$ cat config.mk
export PLATFORM = sky130hd
export DESIGN_NAME = muldiv_unit_flat
export DESIGN_NICKNAME = d
export VERILOG_FILES = /design/src/rtl/muldiv_unit_if.sv /design/src/rtl/muldiv_unit.sv /design/src/flat_wrapper.sv
export SDC_FILE = /design/constraint.sdc
export NUM_CORES = 1
export LEC_CHECK = 0
export CAP_MARGIN = 30
export CORE_ASPECT_RATIO = 0.75
export CORE_MARGIN = 3
export CORE_UTILIZATION = 53
export DETAILED_ROUTE_END_ITERATION = 12
export GPL_ROUTABILITY_DRIVEN = 0
export PLACE_DENSITY_LB_ADDON = 0.15
export SYNTH_ARGS = -nofsm -noshare
export SYNTH_HDL_FRONTEND = slang
export SYNTH_SLANG_ARGS = --single-unit
$ cat constraint.sdc
create_clock -name clk -period 13.3 [get_ports clk]
set_input_delay 2.66 -clock clk [delete_from_list [all_inputs] [get_ports clk]]
set_output_delay 2.66 -clock clk [all_outputs]
set_load 0.03 [all_outputs]
$ cat src/rtl/muldiv_unit_if.sv
// Request/response bundle between the EX stage and the multi-cycle multiply/divide unit.
// The pipeline side is the master; the unit is the slave.
interface muldiv_unit_if #(
   parameter int unsigned WIDTH = 32
);
   logic             start;
   logic             flush;
   logic [1:0]       ops;
   logic             is_signed;
   logic [WIDTH-1:0] a;
   logic [WIDTH-1:0] b;
   logic             ready;
   logic             done;
   logic [WIDTH-1:0] out;
   logic             negative;
   logic             overflow;
   logic             zero;

   modport master (
      output start, flush, ops, is_signed, a, b,
      input  ready, done, out, negative, overflow, zero
   );

   modport slave (
      input  start, flush, ops, is_signed, a, b,
      output ready, done, out, negative, overflow, zero
   );
endinterface

$ cat src/rtl/muldiv_unit.sv
// Iterative radix-2 multiply/divide unit: shift-add multiply, restoring divide, signed via
// magnitudes with the result sign applied on completion.
module muldiv_unit #(
   parameter int unsigned WIDTH     = 32,
   parameter bit          FAST_ZERO = 1'b1
) (
   input logic          clk,
   input logic          rst,
   muldiv_unit_if.slave bus
);
   localparam int unsigned      CW       = $clog2(WIDTH + 1);
   localparam logic [CW-1:0]    CNT_LAST = CW'(WIDTH);
   localparam logic [WIDTH-1:0] MIN_VAL  = {1'b1, {(WIDTH - 1){1'b0}}};

   typedef enum logic [1:0] {
      StIdle,
      StCalc,
      StDone
   } state_e;

   state_e           state_q, state_d;
   logic [CW-1:0]    cnt_q, cnt_d;
   logic [WIDTH-1:0] hi_q, hi_d;
   logic [WIDTH-1:0] lo_q, lo_d;
   logic [WIDTH-1:0] opd_q, opd_d;
   logic [WIDTH-1:0] a_q, a_d;
   logic [1:0]       op_q, op_d;
   logic             sgn_res_q, sgn_res_d;
   logic             sgn_a_q, sgn_a_d;
   logic             dz_q, dz_d;
   logic             mo_q, mo_d;
   logic [WIDTH-1:0] out_q, out_d;
   logic             ovf_q, ovf_d;

   // Operand conditioning for the accepting edge
   logic             sa, sb;
   logic [WIDTH-1:0] mag_a, mag_b;

   always_comb begin
      sa    = bus.is_signed & bus.a[WIDTH-1];
      sb    = bus.is_signed & bus.b[WIDTH-1];
      mag_a = sa ? -bus.a : bus.a;
      mag_b = sb ? -bus.b : bus.b;
   end

   // One radix-2 step of each datapath
   logic [WIDTH:0]   mul_sum;
   logic [WIDTH:0]   div_sh;
   logic             div_ge;
   logic [WIDTH-1:0] div_diff;

   always_comb begin
      mul_sum  = {1'b0, hi_q} + (lo_q[0] ? {1'b0, opd_q} : '0);
      div_sh   = {hi_q, lo_q[WIDTH-1]};
      div_ge   = div_sh >= {1'b0, opd_q};
      // The true difference is below the divisor, so the low WIDTH bits are exact.
      div_diff = div_sh[WIDTH-1:0] - opd_q;
   end

   // Final result with signs and corner cases applied
   logic [2*WIDTH-1:0] prod_full;
   logic [WIDTH-1:0]   quo, rmd, res;
   logic               res_ovf;

   always_comb begin
      prod_full = sgn_res_q ? -{hi_q, lo_q} : {hi_q, lo_q};
      quo       = sgn_res_q ? -lo_q : lo_q;
      rmd       = sgn_a_q ? -hi_q : hi_q;
      res_ovf   = 1'b0;
      unique case (op_q)
         2'b00:   res = prod_full[WIDTH-1:0];
         2'b01:   res = prod_full[2*WIDTH-1:WIDTH];
         2'b10:   res = quo;
         default: res = rmd;
      endcase
      if (dz_q) begin
         res = op_q[0] ? a_q : '1;
      end else if (mo_q) begin
         res     = op_q[0] ? '0 : MIN_VAL;
         res_ovf = ~op_q[0];
      end
   end

   logic accept, finish, fast_done;

   always_comb begin
      state_d   = state_q;
      cnt_d     = cnt_q;
      hi_d      = hi_q;
      lo_d      = lo_q;
      opd_d     = opd_q;
      a_d       = a_q;
      op_d      = op_q;
      sgn_res_d = sgn_res_q;
      sgn_a_d   = sgn_a_q;
      dz_d      = dz_q;
      mo_d      = mo_q;
      out_d     = out_q;
      ovf_d     = ovf_q;
      accept    = 1'b0;
      finish    = 1'b0;
      fast_done = FAST_ZERO && (dz_q || mo_q);

      unique case (state_q)
         StIdle: begin
            if (!bus.flush && bus.start) begin
               accept = 1'b1;
            end
         end
         StCalc: begin
            if (bus.flush) begin
               state_d = StIdle;
            end else if (cnt_q == CNT_LAST || fast_done) begin
               finish = 1'b1;
            end else begin
               cnt_d = cnt_q + CW'(1);
               if (op_q[1]) begin
                  hi_d = div_ge ? div_diff : div_sh[WIDTH-1:0];
                  lo_d = {lo_q[WIDTH-2:0], div_ge};
               end else begin
                  hi_d = mul_sum[WIDTH:1];
                  lo_d = {mul_sum[0], lo_q[WIDTH-1:1]};
               end
            end
         end
         StDone: begin
            if (!bus.flush && bus.start) begin
               accept = 1'b1;
            end else begin
               state_d = StIdle;
            end
         end
         default: state_d = StIdle;
      endcase

      if (accept) begin
         state_d   = StCalc;
         cnt_d     = '0;
         hi_d      = '0;
         lo_d      = bus.ops[1] ? mag_a : mag_b;
         opd_d     = bus.ops[1] ? mag_b : mag_a;
         a_d       = bus.a;
         op_d      = bus.ops;
         sgn_res_d = sa ^ sb;
         sgn_a_d   = sa;
         dz_d      = bus.ops[1] && (bus.b == '0);
         mo_d      = bus.ops[1] && bus.is_signed && (bus.a == MIN_VAL) && (bus.b == '1);
      end

      if (finish) begin
         state_d = StDone;
         out_d   = res;
         ovf_d   = res_ovf;
      end
   end

   always_ff @(posedge clk or posedge rst) begin
      if (rst) begin
         state_q   <= StIdle;
         cnt_q     <= '0;
         hi_q      <= '0;
         lo_q      <= '0;
         opd_q     <= '0;
         a_q       <= '0;
         op_q      <= 2'b00;
         sgn_res_q <= 1'b0;
         sgn_a_q   <= 1'b0;
         dz_q      <= 1'b0;
         mo_q      <= 1'b0;
         out_q     <= '0;
         ovf_q     <= 1'b0;
      end else begin
         state_q   <= state_d;
         cnt_q     <= cnt_d;
         hi_q      <= hi_d;
         lo_q      <= lo_d;
         opd_q     <= opd_d;
         a_q       <= a_d;
         op_q      <= op_d;
         sgn_res_q <= sgn_res_d;
         sgn_a_q   <= sgn_a_d;
         dz_q      <= dz_d;
         mo_q      <= mo_d;
         out_q     <= out_d;
         ovf_q     <= ovf_d;
      end
   end

   assign bus.ready    = (state_q != StCalc);
   assign bus.done     = (state_q == StDone);
   assign bus.out      = out_q;
   assign bus.negative = out_q[WIDTH-1];
   assign bus.overflow = ovf_q;
   assign bus.zero     = (out_q == '0);
endmodule
$ cat src/flat_wrapper.sv
// flat-port wrapper written by rule: the top's interface ports become plain ports
module muldiv_unit_flat 
#(
   parameter int unsigned WIDTH     = 32,
   parameter bit          FAST_ZERO = 1'b1
)
  (clk, rst, bus_start, bus_flush, bus_ops, bus_is_signed, bus_a, bus_b, bus_ready, bus_done, bus_out, bus_negative, bus_overflow, bus_zero);
  muldiv_unit_if #(.WIDTH(WIDTH)) bus_i ();
  input logic clk;
  input logic rst;
  input wire logic [$bits(bus_i.start)-1:0] bus_start;
  input wire logic [$bits(bus_i.flush)-1:0] bus_flush;
  input wire logic [$bits(bus_i.ops)-1:0] bus_ops;
  input wire logic [$bits(bus_i.is_signed)-1:0] bus_is_signed;
  input wire logic [$bits(bus_i.a)-1:0] bus_a;
  input wire logic [$bits(bus_i.b)-1:0] bus_b;
  output wire logic [$bits(bus_i.ready)-1:0] bus_ready;
  output wire logic [$bits(bus_i.done)-1:0] bus_done;
  output wire logic [$bits(bus_i.out)-1:0] bus_out;
  output wire logic [$bits(bus_i.negative)-1:0] bus_negative;
  output wire logic [$bits(bus_i.overflow)-1:0] bus_overflow;
  output wire logic [$bits(bus_i.zero)-1:0] bus_zero;
  assign bus_i.start = bus_start;
  assign bus_i.flush = bus_flush;
  assign bus_i.ops = bus_ops;
  assign bus_i.is_signed = bus_is_signed;
  assign bus_i.a = bus_a;
  assign bus_i.b = bus_b;
  assign bus_ready = bus_i.ready;
  assign bus_done = bus_i.done;
  assign bus_out = bus_i.out;
  assign bus_negative = bus_i.negative;
  assign bus_overflow = bus_i.overflow;
  assign bus_zero = bus_i.zero;
  muldiv_unit #(.WIDTH(WIDTH), .FAST_ZERO(FAST_ZERO)) u_core (.clk(clk), .rst(rst), .bus(bus_i));
endmodule
==> impl_metrics.py <==
# Auto-generated metrics
metrics = {
    "hold_path": {
        "hold_path_end": "u_core.a_q[2]$_DFFE_PP0P_",
        "worst_hold_stages": 2,
        "worstHoldStart": "u_core.a_q[2]$_DFFE_PP0P_",
    },
    "setup_path": {
        "critical_path.endpoint_type": "flip-flop",
        "critical_path.startpoint": "bus_a[12]",
        "worst_r2r_path_depth": 10,
        "crit-reg2reg-launch": "u_core.hi_q[11]$_DFFE_PP0P_",
        "worst_path_dominant_cell_family": "simple AND/OR/NAND/NOR gates",
        "rr_endpoint": "u_core.hi_q[5]$_DFFE_PP0P_",
        "setup.worst_path.class": "primary input to flip-flop",
        "regToRegSetupSlack_ns": 8.21,
        "critical_path_arrival_ns": 5.94,
        "critPathCapture": "u_core.lo_q[30]$_DFFE_PP0P_",
        "worst_setup_path_start_kind": "primary input",
        "crit_buf_inv": 1,
        "crit_cells": 10,
        "critical-path-slowest-cell": "or4_1",
    },
    "clocking": {
        "total_cts_buffers": 17,
        "clock-sinks": 175,
        "root_cell_of_the_clock_tree": "clkbuf_16",
        "cts.path.max_buffers": 2,
        "post_cts_buffers": 0,
        "cts_tree": "yes",
        "cts.clk_slew.worst_paths_ns": 0.07,
        "post_cts_resize_count": 0,
    },
    "timing": {
        "unrepaired_setup_endpoints_after_global_routing": "no",
        "timing.final.crit_period_ns": 5.63,
        "worst_slew_margin_rel": 0.295,
        "tightestPinTransition_ns": 1.03,
        "final-hold-violation-count": 0,
        "max_freq_ghz": 0.178,
        "final_min_period_over_clock_period": 0.423,
        "postLayoutSetupSlackWorst_ns": 7.67,
        "slew_violations": 0,
    },
    "power": {
        "static-leakage-power_nw": 7.38,
        "power.largest_group": "combinational cells",
        "combinationalPowerShare": 0.586,
        "finalPower_mw": 3.69,
        "power.share.switching": 0.510,
        "cell_int_power_mw": 1.81,
        "comb_power_mw": 2.16,
        "vdd_ir_drop_max_uv": 115,
        "powerDensity_mw_per_mm2": 206,
        "pg_seq_mw": 1.00,
    },
    "grt": {
        "grt_pass1_wl_mm": 91.9,
        "grt_util_overall": 0.362,
        "global_route.overflow_total": 0,
    },
    "job": {
        "warning_count": 31,
        "drv_cap": 0,
    },
    "finish": {
        "drive_gt1_frac": 0.0457,
        "stdcell_area_mm2": 0.0179,
        "filler_cell_count": 2657,
        "lay_top_cells": "275 x nand2_1, 239 x o21ai_0, 176 x nor2_1",
        "flop_area_mm2": 0.00438,
        "final_layout_top_logic_cell": "nand2_1",
        "area_growth_syn_to_layout_pct": 10.8,
        "postLayoutCoreUtil": 0.606,
    },
    "yosys": {
        "postSynthSeqShare": 0.271,
        "ys_sh_aoi": 0.267,
        "enable_flop_cells": 0,
        "post_synth_and_or_nand_nor_area_fraction": 0.212,
        "synth_cell_type_count": 87,
        "synth.top_cells.by_count": "277 x nand2_1, 239 x o21ai_0, 176 x nor2_1, 175 x dfrtp_1, 160 x a21oi_1",
        "synth.yosys.chip_area_mm2": 0.0162,
        "synthAdderAreaFrac": 0.0574,
        "synth-cells-yosys": 2146,
        "syn_inst": 2146,
        "async_reset_ff_frac": 1.00,
        "post_synth_main_area_contributors": "dfrtp_1 27%, o21ai_0 7.4%, nand2_1 6.4%",
        "yosys_warnings": 0,
        "synthXorXnorAreaFrac": 0.105,
        "library_cell_occupying_the_most_area_in_the_post_synthesis_netlist": "dfrtp_1",
        "mappedNetlistNets": 2290,
        "ys_ff": 175,
    },
    "floorplan": {
        "fp.dieW_um": 208,
        "design.die.area_mm2": 0.0326,
        "core_mm2": 0.0295,
        "initCoreUtil": 0.547,
        "num_rows": 54,
        "pin_count": 108,
    },
    "status": {
        "status": "complete, no violations",
    },
    "place": {
        "port_buffers": 107,
        "detailedPlace.worstSlack_ns": 7.25,
        "placedCellCount": 2503,
    },
    "detailed_routing": {
        "routed_wirelength_mm": 60.4,
        "drt-pass1-iter-count": 6,
        "route.antenna.remaining_nets": 0,
        "drc_errors": 0,
        "dr.first_iter.drc_count": 2479,
        "vias_per_cell": 6.70,
    },
}
## layout make-up
cell class / count / area share
Multi-Input combinational cell: 1735 / 0.608
Sequential cell: 175 / 0.245
Timing Repair Buffer: 131 / 0.0714
Tap cell: 392 / 0.0274
Clock buffer: 19 / 0.0247
Inverter: 72 / 0.0154
Clock inverter: 13 / 0.00825
Antenna cell: 1 / 0.000140
## cells by family after synthesis
| logic type | count (synthesis) |
|---|---|
| multiplexers | 51 |
| AND/OR/NAND/NOR | 726 |
| flip-flops | 175 |
| adder cells (fa/ha/maj) | 73 |
| buffers and inverters | 236 |
| AND-OR/OR-AND | 693 |
| XOR/XNOR | 192 |
## layer usage
layer	GRT usage	wire (µm)
met2	0.493	23600
met3	0.131	8830
met5	0	0
met4	0.114	1960
met1	0.532	26100
**Routed clock nets over the placement**

Drawn at 1.5 px/µm.
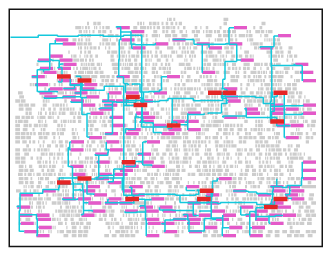
- red: clock drivers (count 17)
- cyan: clock wires (length 2,510 µm)
- magenta: flip-flops (count 175)
- routed clock nets: 18
- flops lie: widely spread
clock share of power: 0.143
latest clock arrival within the worst-skew pair: 0.47 ns
skew final: 0.0137 ns
reported clock group power: 529 µW

**The metal 1 layer**

Drawn at 1.5 px/µm.
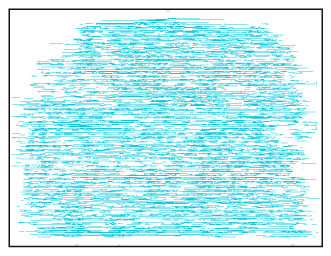
- main direction: horizontal
- longest straight run: 67.2 µm
- nets with wire on the layer: 2,117
- share of all routed wire: 43%
- wire length on this layer: 26.1 mm
met1 track utilization from global routing: 0.532
vias after detailed routing: 17,001

**Routing congestion**

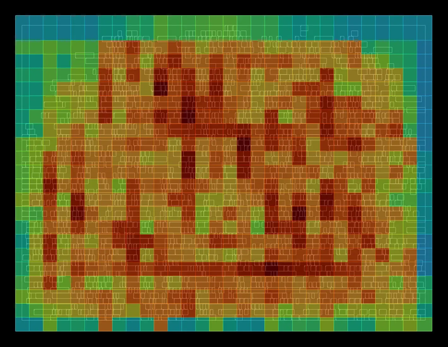
Global Route met3 Usage: 0.131
average detailed-routed wire length per instance: 23.8 µm
global routing's busiest layer: met1

**Logic cells by family**

Drawn at 1.5 px/µm.
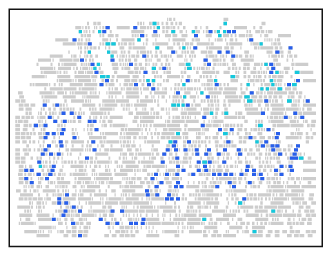
- blue: xor and xnor cells (cells 192; where widely spread)
- cyan: non-inverting ao/oa cells (cells 63)
Cell Count, Final, Fillers Out: 2,538
share of cell area taken by multi-input logic gates: 0.608

Power and IR drop assume default switching activity.
